==> run_1/wires.png <==
Scale: 2 px per µm. Two of the layers only.
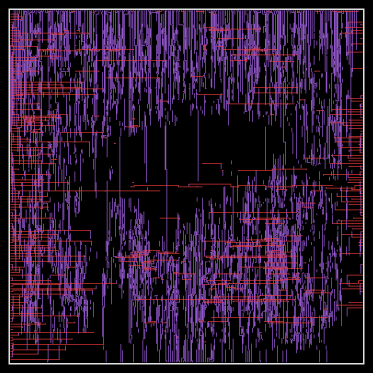
==> run_1/detail.png <==
Region (73, 73) to (103, 103) µm. Cells in gray, sequential cells in the stronger gray; small squares are vias.
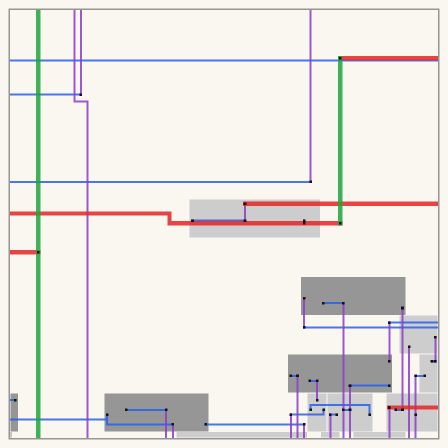
==> run_1/metal_density.png <==
Scale: 1.5 px per µm. The die is cut into 35 by 35 equal tiles; dark purple is low, yellow is high, scaled to the fullest tile. Values are wire area over tile area, all layers added.
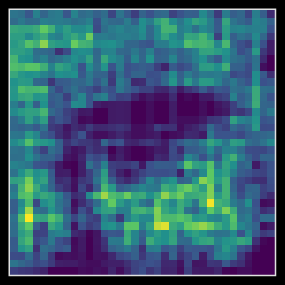
**src/rtl/axi_perf_mon_pkg.sv**
```systemverilog
// Shared types for the AXI performance monitor sequencer: FSM state, status bit map, snapshot record.
package axi_perf_mon_pkg;

    typedef enum logic [3:0] {
        S_IDLE    = 4'd0,
        S_CLEAR   = 4'd1,
        S_ARM     = 4'd2,
        S_RUN     = 4'd3,
        S_STOP    = 4'd4,
        S_SETTLE  = 4'd5,
        S_CAPTURE = 4'd6
    } t_pmc_state;

    localparam int STAT_CONT    = 4;
    localparam int STAT_BUSY    = 5;
    localparam int STAT_DONE    = 6;
    localparam int STAT_ABORTED = 7;

    typedef struct packed {
        logic [31:0] bw_rd;
        logic [31:0] bw_wr;
        logic [31:0] lat_avg;
        logic [31:0] lat_max;
        logic [31:0] lat_min;
    } t_pmc_snapshot;

    function automatic logic [15:0] sat_inc16(input logic [15:0] v);
        return (v == 16'hFFFF) ? v : v + 16'd1;
    endfunction

endpackage

```
**src/rtl/axi_perf_mon_snapshot.sv**
```systemverilog
// Snapshot bank: five result registers plus saturating capture counter.
// Loads one cycle after i_load is seen; no backpressure, clear wins over load.
module axi_perf_mon_snapshot
    import axi_perf_mon_pkg::*;
(
    input  logic          i_clk,
    input  logic          i_reset_n,
    input  logic          i_load,
    input  logic          i_clear,
    input  t_pmc_snapshot i_data,
    output t_pmc_snapshot o_snap,
    output logic [15:0]   o_run_count
);

    t_pmc_snapshot r_snap;
    logic [15:0]   r_count;

    always_ff @(posedge i_clk) begin
        if (!i_reset_n || i_clear) begin
            r_snap  <= '0;
            r_count <= '0;
        end else if (i_load) begin
            r_snap  <= i_data;
            r_count <= sat_inc16(r_count);
        end
    end

    assign o_snap      = r_snap;
    assign o_run_count = r_count;

endmodule

```
**src/rtl/axi_perf_mon_ctrl.sv**
```systemverilog
// Measurement sequencer: clear -> arm -> run -> stop -> settle -> capture, single-shot or repeating.
// Start strobe CLR_CYCLES+1 cycles after command; commands are pulses, never stalled.
module axi_perf_mon_ctrl
    import axi_perf_mon_pkg::*;
#(
    parameter int CLR_CYCLES    = 4,
    parameter int SETTLE_CYCLES = 16,
    parameter int DUR_WIDTH     = 32
) (
    input  logic                 i_clk,
    input  logic                 i_reset_n,
    input  logic                 i_cmd_start,
    input  logic                 i_cmd_stop,
    input  logic                 i_cmd_clear,
    input  logic                 i_continuous,
    input  logic [DUR_WIDTH-1:0] i_duration,
    input  logic [31:0]          i_bw_rd,
    input  logic [31:0]          i_bw_wr,
    input  logic [31:0]          i_lat_avg,
    input  logic [31:0]          i_lat_max,
    input  logic [31:0]          i_lat_min,
    output logic                 o_mon_start,
    output logic                 o_mon_stop,
    output logic                 o_mon_counter_reset,
    output logic [31:0]          o_snap_bw_rd,
    output logic [31:0]          o_snap_bw_wr,
    output logic [31:0]          o_snap_lat_avg,
    output logic [31:0]          o_snap_lat_max,
    output logic [31:0]          o_snap_lat_min,
    output logic [DUR_WIDTH-1:0] o_elapsed,
    output logic [15:0]          o_run_count,
    output logic [31:0]          o_status
);

    localparam logic [7:0]           CLR_LAST    = 8'(CLR_CYCLES - 1);
    localparam logic [7:0]           SETTLE_LAST = 8'(SETTLE_CYCLES - 1);
    localparam logic [DUR_WIDTH-1:0] DUR_ONE     = DUR_WIDTH'(1);

    t_pmc_state           r_state;
    logic [7:0]           r_cnt;
    logic [DUR_WIDTH-1:0] r_dur;
    logic [DUR_WIDTH-1:0] r_elapsed;
    logic                 r_mon_start;
    logic                 r_mon_stop;
    logic                 r_cnt_rst;
    logic                 r_aborted;
    logic                 r_done;
    logic                 r_cont;
    logic                 r_stop_req;

    logic                 w_run_end;
    logic [DUR_WIDTH-1:0] w_elapsed_inc;
    logic                 w_cap_load;
    logic                 w_snap_clear;
    t_pmc_snapshot        w_cap_data;
    t_pmc_snapshot        w_snap;
    logic [31:0]          w_status;

    assign w_elapsed_inc = (&r_elapsed) ? r_elapsed : r_elapsed + DUR_ONE;
    assign w_run_end     = i_cmd_stop || ((r_dur != '0) && (r_elapsed == r_dur - DUR_ONE));
    assign w_cap_load    = (r_state == S_CAPTURE);
    assign w_snap_clear  = (r_state == S_IDLE) && i_cmd_clear;

    always_ff @(posedge i_clk) begin
        if (!i_reset_n) begin
            r_state     <= S_IDLE;
            r_cnt       <= '0;
            r_dur       <= '0;
            r_elapsed   <= '0;
            r_mon_start <= 1'b0;
            r_mon_stop  <= 1'b0;
            r_cnt_rst   <= 1'b0;
            r_aborted   <= 1'b0;
            r_done      <= 1'b0;
            r_cont      <= 1'b0;
            r_stop_req  <= 1'b0;
        end else begin
            r_mon_start <= 1'b0;
            r_mon_stop  <= 1'b0;
            case (r_state)
                S_IDLE: begin
                    if (i_cmd_clear)
                        r_done <= 1'b0;
                    if (i_cmd_start && !i_cmd_stop) begin
                        r_state    <= S_CLEAR;
                        r_cnt      <= '0;
                        r_cnt_rst  <= 1'b1;
                        r_dur      <= i_duration;
                        r_elapsed  <= '0;
                        r_aborted  <= 1'b0;
                        r_done     <= 1'b0;
                        r_cont     <= i_continuous;
                        r_stop_req <= 1'b0;
                    end
                end
                S_CLEAR: begin
                    if (i_cmd_stop) begin
                        r_state   <= S_IDLE;
                        r_cnt_rst <= 1'b0;
                        r_aborted <= 1'b1;
                        r_cont    <= 1'b0;
                    end else if (r_cnt == CLR_LAST) begin
                        r_state   <= S_ARM;
                        r_cnt_rst <= 1'b0;
                    end else begin
                        r_cnt <= r_cnt + 8'd1;
                    end
                end
                // The start strobe is issued on the way out of ARM so a stop seen here can still suppress it.
                S_ARM: begin
                    if (i_cmd_stop) begin
                        r_state   <= S_IDLE;
                        r_aborted <= 1'b1;
                        r_cont    <= 1'b0;
                    end else begin
                        r_mon_start <= 1'b1;
                        r_state     <= S_RUN;
                    end
                end
                S_RUN: begin
                    r_elapsed <= w_elapsed_inc;
                    if (i_cmd_stop)
                        r_stop_req <= 1'b1;
                    if (w_run_end)
                        r_state <= S_STOP;
                end
                S_STOP: begin
                    r_mon_stop <= 1'b1;
                    r_state    <= S_SETTLE;
                    r_cnt      <= '0;
                    if (i_cmd_stop)
                        r_stop_req <= 1'b1;
                end
                S_SETTLE: begin
                    if (i_cmd_stop)
                        r_stop_req <= 1'b1;
                    if (r_cnt == SETTLE_LAST)
                        r_state <= S_CAPTURE;
                    else
                        r_cnt <= r_cnt + 8'd1;
                end
                S_CAPTURE: begin
                    r_done <= 1'b1;
                    if (i_continuous && !i_cmd_stop && !r_stop_req) begin
                        r_state   <= S_CLEAR;
                        r_cnt     <= '0;
                        r_cnt_rst <= 1'b1;
                        r_dur     <= i_duration;
                        r_elapsed <= '0;
                        r_cont    <= 1'b1;
                    end else begin
                        r_state <= S_IDLE;
                        r_cont  <= 1'b0;
                    end
                end
                default: r_state <= S_IDLE;
            endcase
        end
    end

    assign w_cap_data = '{bw_rd: i_bw_rd, bw_wr: i_bw_wr, lat_avg: i_lat_avg,
                          lat_max: i_lat_max, lat_min: i_lat_min};

    axi_perf_mon_snapshot u_snap (
        .i_clk       (i_clk),
        .i_reset_n   (i_reset_n),
        .i_load      (w_cap_load),
        .i_clear     (w_snap_clear),
        .i_data      (w_cap_data),
        .o_snap      (w_snap),
        .o_run_count (o_run_count)
    );

    always_comb begin
        w_status               = '0;
        w_status[3:0]          = r_state;
        w_status[STAT_CONT]    = r_cont;
        w_status[STAT_BUSY]    = (r_state != S_IDLE);
        w_status[STAT_DONE]    = r_done;
        w_status[STAT_ABORTED] = r_aborted;
    end

    assign o_mon_start         = r_mon_start;
    assign o_mon_stop          = r_mon_stop;
    assign o_mon_counter_reset = r_cnt_rst;
    assign o_snap_bw_rd        = w_snap.bw_rd;
    assign o_snap_bw_wr        = w_snap.bw_wr;
    assign o_snap_lat_avg      = w_snap.lat_avg;
    assign o_snap_lat_max      = w_snap.lat_max;
    assign o_snap_lat_min      = w_snap.lat_min;
    assign o_elapsed           = r_elapsed;
    assign o_status            = w_status;

endmodule

```
**config.mk**
```make
export PLATFORM = sky130hd
export DESIGN_NAME = axi_perf_mon_ctrl
export DESIGN_NICKNAME = d
export VERILOG_FILES = /design/src/rtl/axi_perf_mon_pkg.sv /design/src/rtl/axi_perf_mon_snapshot.sv /design/src/rtl/axi_perf_mon_ctrl.sv
export SDC_FILE = /design/constraint.sdc
export NUM_CORES = 1
export LEC_CHECK = 0
export CAP_MARGIN = 30
export CORE_MARGIN = 4
export CORE_UTILIZATION = 40
export CTS_CLUSTER_DIAMETER = 80
export CTS_CLUSTER_SIZE = 14
export DETAILED_ROUTE_END_ITERATION = 6
export GPL_TIMING_DRIVEN = 0
export PLACE_DENSITY = 0.77
export SETUP_SLACK_MARGIN = 0.4
export SYNTH_ARGS = -nofsm -noshare
export SYNTH_HDL_FRONTEND = slang
export SYNTH_SLANG_ARGS = --single-unit
```
**constraint.sdc**
```tcl
create_clock -name i_clk -period 3.18 [get_ports i_clk]
set_input_delay 0.477 -clock i_clk [delete_from_list [all_inputs] [get_ports i_clk]]
set_output_delay 0.477 -clock i_clk [all_outputs]
set_load 0.02 [all_outputs]
```
==> metrics.cfg, run 1 <==
[outcome]
outcome=finished with violations
violations=setup timing

[final_layout]
largest_reg_flops=160
final_cell_area_um2=17000
drive_gt1_share_pct=6.51
inv_count=24
nets=2153
combGateArea_um2=5800
final-clk-cell-share_pct=3.41
clkbuf_count=23
buffers=546
area_dominant_class=multi-input combinational cells
comb_share_pct=34.2
layout_top_cell=nand2_1
diodes=1
area_growth_pct=49.6
fillers=2480
register_area_um2=5180
fin_util_pct=61.0
final-nonclk-buf-share_pct=28.6

[worst_setup_path]
cp-end-kind=flop
regToRegSetupSlack_ps=-190
crit_family=simple AND/OR/NAND/NOR gates
r2r-end=r_state[2]
crit_buf_inv=3
critPathRequiredTime_ps=3640
endpoint=r_state[2]
crit_cells=12
worstSetupStartpoint=r_dur[0]
cp-start-kind=flop
cpMaxStageDelayCell=or4b_1
rr_startpoint=r_dur[0]
worstPathArrival_ps=3830
setup.worst_path.class=reg -> reg

[yosys]
syn-cell-area_um2=11400
area_leaders=dfxtp_1, nand2_1, a21oi_1
ys_top_logic_family=simple AND/OR/NAND/NOR gates
ff_type=dfxtp_1
async_flop_share_pct=0
edf_count=0
synth-xor-area-share_pct=6.61
ys_sh_aoi_pct=14.2
ys_warn_count=0
top_cell=nand2_1
simple_gate_share_pct=26.5
ys_ff=258
yosys_cells=1476
yosysTopAreaCell=dfxtp_1
top_area_share_pct=45.5
yosysChipArea_um2=11400
fa_ha_area_share_pct=0.441
avgSynthCellArea_um2=7.69
ys_sh_mux_pct=0.827

[min_path]
hold_class=in -> reg
worstHoldStart=i_reset_n

[pwr]
clockPowerShare_pct=32.1
power_mw=7.56
ir_drop_mv=0.343
comb-power_mw=1.77
p_seq_share_pct=44.4
pwr_density_cell_nw_per_um2=445
p_int_mw=5.33

[sta]
skew_ps=28.9
rsz0062_at_grt=yes
fin_ws_ps=-193
relSlewSlack_pct=48.9
setup_viol=3
hold_viol=0
clock.fmax_mhz=297
drv_slew=0
whs_ps=384

[floorplan]
die-area_um2=31100
nWellTaps=378
die_y_um=176
fp_util_pct=40.7
die_x_um=176
pin_count=441
rows=61
core_um2=27900

[global_routing]
busiest_layer=met2
grt_pass1_wl_um=64400
met1_usage_pct=31.4
use_met2_pct=43.6
first_global_vias=11700
antenna_found_initial=1

[clocking]
root_buffer=clkbuf_16
path_clk_slew_ps=80
cts_max_level=1
cts_hold_buf=0
cts_tree=done
numCtsBuffers=22
cts_max_path_buffers=3

[place]
place_inst=2294
postPlaceCellArea_um2=16200
pre_cts_slack_ps=-521

[detailed_routing]
dr_wl_met3_um=4100
drt-met1-wl_um=16700

[job]
warning_count=29

## Picture notes: wires.png
legend:
  red:
    layer: metal 3
    wire_length: 4100 µm
  purple:
    layer: metal 2
    wire_length: 20.5 mm
WL/cell: 18.5 µm
Global Route Usage Sum: 25.9%

## Picture notes: detail.png
legend:
  purple:
    layer: metal 2
  green:
    layer: metal 4
  red:
    layer: metal 3
  blue:
    layer: metal 1
most frequent: dfxtp_1 (3)
cells with their middle in the window: 8
sequential cells in the window: 3
netlist names of flops here include: o_elapsed (2), r_dur (1)

## Picture notes: metal_density.png
tiles over half the peak: 22%
emptiest ninth of the die: middle
mean over tiles: 0.23
via count: 12200
drt total wl: 43100 µm

==> run 2, diff against run 1 <==
--- a/config.mk
+++ b/config.mk
@@ -6,6 +6,7 @@
 export NUM_CORES = 1
 export LEC_CHECK = 0
 export CAP_MARGIN = 30
+export CORE_ASPECT_RATIO = 1.25
 export CORE_MARGIN = 4
 export CORE_UTILIZATION = 40
 export CTS_CLUSTER_DIAMETER = 80
==> metrics.cfg, run 2 <==
[outcome]
outcome=finished with violations
violations=setup timing

[final_layout]
clkbuf_count=24  ; +4.3%
area_dominant_class=multi-input combinational cells
layout_top_cell=nand2_1
final-clk-cell-share_pct=3.52  ; +0.11 points
fillers=2467  ; -0.52%
comb_share_pct=34.4  ; +0.23 points
area_growth_pct=49.6  ; about the same
fin_util_pct=61.0  ; about the same
diodes=0  ; -1

[worst_setup_path]
cp-start-kind=flop
regToRegSetupSlack_ps=-230  ; -40 ps
critPathRequiredTime_ps=3630  ; about the same
r2r-end=r_state[2]
endpoint=r_state[2]
setup.worst_path.class=reg -> reg
crit_cells=12  ; unchanged
worstPathArrival_ps=3860  ; +30 ps
crit_buf_inv=3  ; unchanged
cp-end-kind=flop

[floorplan]
rows=68  ; +11%
die_y_um=196  ; +11%
nWellTaps=350  ; -7.4%
core_um2=27800  ; -0.13%
fp_util_pct=40.8  ; +0.053 points
die_x_um=159  ; -10%
pin_count=441  ; unchanged

[yosys]
yosysTopAreaCell=dfxtp_1
area_leaders=dfxtp_1, nand2_1, a21oi_1
simple_gate_share_pct=26.5  ; unchanged
edf_count=0  ; unchanged
ys_warn_count=0  ; unchanged
avgSynthCellArea_um2=7.69  ; unchanged
ys_ff=258  ; unchanged
top_cell=nand2_1
syn-cell-area_um2=11400  ; unchanged
ff_type=dfxtp_1
fa_ha_area_share_pct=0.441  ; unchanged
ys_sh_mux_pct=0.827  ; unchanged
yosys_cells=1476  ; unchanged

[place]
postPlaceCellArea_um2=16100  ; -0.28%
place_inst=2264  ; -1.3%
pre_cts_slack_ps=-510  ; +11.2 ps

[min_path]
worstHoldStart=i_reset_n
hold_class=in -> reg

[pwr]
p_seq_share_pct=44.1  ; -0.3 points
ir_drop_mv=0.376  ; +9.8%
p_int_mw=5.38  ; +0.91%
comb-power_mw=1.78  ; about the same
clockPowerShare_pct=32.6  ; +0.5 points
pwr_density_cell_nw_per_um2=449  ; +0.82%
power_mw=7.62  ; +0.78%

[global_routing]
use_met2_pct=50.3  ; +6.6 points
antenna_found_initial=2  ; +1
busiest_layer=met2

[sta]
rsz0062_at_grt=yes
whs_ps=348  ; -35.9 ps
hold_viol=0  ; unchanged
setup_viol=3  ; unchanged
fin_ws_ps=-228  ; -35.9 ps
relSlewSlack_pct=49.7  ; +0.80 points

[job]
warning_count=29  ; unchanged

[clocking]
path_clk_slew_ps=80  ; about the same
cts_max_level=1  ; unchanged
numCtsBuffers=22  ; unchanged
cts_hold_buf=0  ; unchanged

[detailed_routing]
dr_wl_met3_um=4060  ; -1.0%

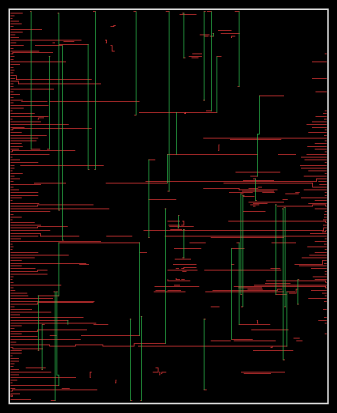
(run_2/wires.png)
Scale: 2 px per µm. Two of the layers only.
legend:
  green:
    layer: metal 4
    wire_length: 1740 µm
  red:
    layer: metal 3
    wire_length: 4060 µm
WL/cell: 20.0 µm
drt total wl: 45900 µm

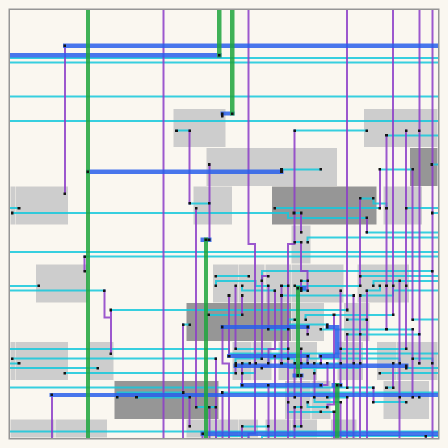
(run_2/detail.png)
Region (64, 83) to (94, 113) µm. Cells in gray, sequential cells in the stronger gray; small squares are vias.
legend:
  cyan:
    layer: metal 1
  green:
    layer: metal 4
  blue:
    layer: metal 3
  purple:
    layer: metal 2
sequential cells in the window: 3
most frequent: nor2_1 (4), clkdlybuf4s50_1 (4)
cells with their middle in the window: 30

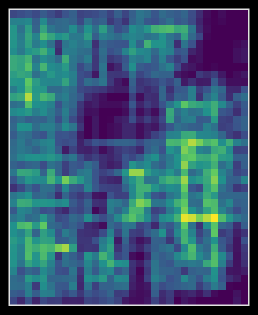
(run_2/metal_density.png)
Scale: 1.5 px per µm. The die is cut into 32 by 39 equal tiles; dark purple is low, yellow is high, scaled to the fullest tile. Values are wire area over tile area, all layers added.
Global Route Usage Sum: 28.0%
via count: 12100

==> run 3, diff against run 2 <==
--- a/config.mk
+++ b/config.mk
@@ -6,14 +6,17 @@
 export NUM_CORES = 1
 export LEC_CHECK = 0
 export CAP_MARGIN = 30
+export CELL_PAD_IN_SITES_DETAIL_PLACEMENT = 0
+export CELL_PAD_IN_SITES_GLOBAL_PLACEMENT = 1
 export CORE_ASPECT_RATIO = 1.25
 export CORE_MARGIN = 4
-export CORE_UTILIZATION = 40
+export CORE_UTILIZATION = 28
 export CTS_CLUSTER_DIAMETER = 80
 export CTS_CLUSTER_SIZE = 14
 export DETAILED_ROUTE_END_ITERATION = 6
 export GPL_TIMING_DRIVEN = 0
-export PLACE_DENSITY = 0.77
+export PLACE_DENSITY_LB_ADDON = 0.1
+export RECOVER_POWER = 25
 export SETUP_SLACK_MARGIN = 0.4
 export SYNTH_ARGS = -nofsm -noshare
 export SYNTH_HDL_FRONTEND = slang
==> metrics.cfg, run 3 <==
[outcome]
outcome=finished with violations
violations=setup timing

[final_layout]
comb_share_pct=33.9  ; -0.55 points
largest_reg_flops=160
final-nonclk-buf-share_pct=28.1
diodes=3  ; +3
nets=2149
final_cells=2497
buffers=542
final_cell_area_um2=17200
drive_gt1_share_pct=6.52
comb_cells=1099
clkbuf_count=24  ; unchanged
fin_util_pct=42.9  ; -18 points
final_cell_mix=nand2_1, clkdlybuf4s50_1, dfxtp_1, a21oi_1, dlygate4sd3_1
area_growth_pct=51.6
sh_seq_area_pct=30.1
layout_top_cell=nand2_1
area_dominant_class=multi-input combinational cells
final-clk-cell-share_pct=3.48  ; -0.047 points

[yosys]
avgSynthCellArea_um2=7.69  ; unchanged
ys_sh_mux_pct=0.827  ; unchanged
yosysTopAreaCell=dfxtp_1
simple_gate_share_pct=26.5  ; unchanged
fa_ha_area_share_pct=0.441  ; unchanged
ys_top_logic_family=simple AND/OR/NAND/NOR gates
ys_ff=258  ; unchanged
synth-xor-area-share_pct=6.61
ys_sh_aoi_pct=14.2
area_leaders=dfxtp_1, nand2_1, a21oi_1
edf_count=0  ; unchanged
yosysUniqueCellTypes=69
syn-cell-area_um2=11400  ; unchanged
yosys-top-cells-count=nand2_1, dfxtp_1, a21oi_1
ys_warn_count=0  ; unchanged
top_cell=nand2_1
ff_type=dfxtp_1
yosys_cells=1476  ; unchanged

[pwr]
p_int_mw=5.38  ; -0.10%
power_mw=7.66  ; +0.54%
pwr_density_cell_nw_per_um2=445  ; -0.80%
p_seq_share_pct=43.9  ; -0.2 points
power.switching_mw=2.28
p_sw_share_pct=29.8
ir_drop_mv=0.384  ; +2.0%
comb-power_mw=1.76  ; about the same
clockPowerShare_pct=33.2  ; +0.6 points
combPwrFrac_pct=23.0

[floorplan]
fp_util_pct=28.3  ; -13 points
nWellTaps=546  ; +56%
die_y_um=233  ; +19%
rows=82  ; +21%
die-area_um2=43800
core_um2=40100  ; +44%
pin_count=441  ; unchanged
die_x_um=188  ; +19%

[place]
dp_hpwl_um=38000
place_inst=2461  ; +8.7%
pre_cts_slack_ps=-615  ; -106 ps
postPlaceCellArea_um2=16400  ; +1.6%

[sta]
rsz0062_at_grt=yes
whs_ps=350  ; +2.70 ps
drv_slew=0
hold_viol=0  ; unchanged
fin_ws_ps=-192  ; +36.2 ps
tns_ps=-364
setup_viol=3  ; unchanged
relSlewSlack_pct=49.5  ; -0.19 points

[min_path]
min_to=r_state[1]
worstHoldStart=i_reset_n
hold_path_depth=3
hold_class=in -> reg

[clocking]
cts_max_level=1  ; unchanged
clock-sinks=258
clock_latency_ps=540
post_cts_buffers=8
cts_hold_buf=0  ; unchanged
cts_tree=done
numCtsBuffers=22  ; unchanged
path_clk_slew_ps=80  ; about the same

[global_routing]
busiest_layer=met2
overflow=0
antenna_found_initial=2  ; unchanged
grt_start_max_net_pins=15
use_met3_pct=6.65
first_global_vias=11600
grt_pass1_wl_um=70900
use_met2_pct=38.4  ; -12 points

[worst_setup_path]
rr_startpoint=r_dur[0]
regToRegSetupSlack_ps=-190  ; +40 ps
worstRegToRegCells=12
crit_cells=12  ; unchanged
setup.worst_path.class=reg -> reg
cpMaxStageDelayCell=or4_1
crit_buf_inv=3  ; unchanged
cpPeakStageDelay_ps=520
cp-end-kind=flop
endpoint=r_state[2]
cp-start-kind=flop
crit_family=simple AND/OR/NAND/NOR gates
critPathRequiredTime_ps=3640  ; about the same
r2r-end=r_state[2]
worstPathArrival_ps=3830  ; -30 ps

[detailed_routing]
dr_wl_met3_um=3820  ; -5.9%
drc_errors=0
wl_met2_um=24900
routed_via_density=4.66
drtAntennaViolNets=0
drt-met1-wl_um=18100
drt-pass1-iter-count=5

[job]
warning_count=29  ; unchanged

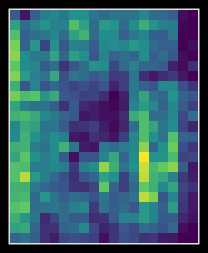
(run_3/metal_density.png)
Scale: 1 px per µm. The die is cut into 19 by 23 equal tiles; dark purple is low, yellow is high, scaled to the fullest tile. Values are wire area over tile area, all layers added.
Global Route Usage Sum: 20.7%
via count: 11600
drt total wl: 47800 µm
WL/cell: 19.1 µm

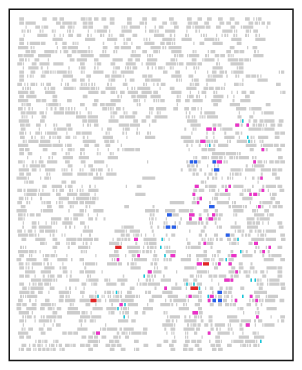
(run_3/logic_types.png)
Scale: 1.5 px per µm.
legend:
  red:
    family: adder and majority cells
    cells: 4
    most_used: ha_1
    where: bottom middle
  cyan:
    family: inverters
    cells: 24
    most_used: inv_1
  blue:
    family: AND-OR and OR-AND gates
    cells: 12
    most_used: o21a_1
  magenta:
    family: AND and OR gates
    cells: 53
    most_used: or3_1

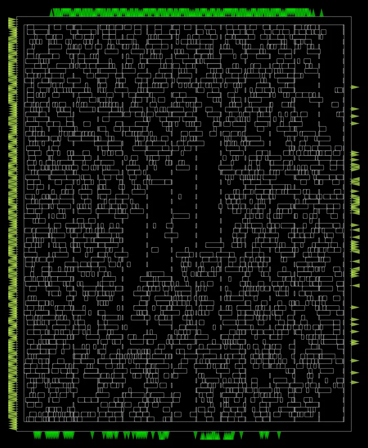
(run_3/placement.png)
seq_cells: 258
fillers: 4147

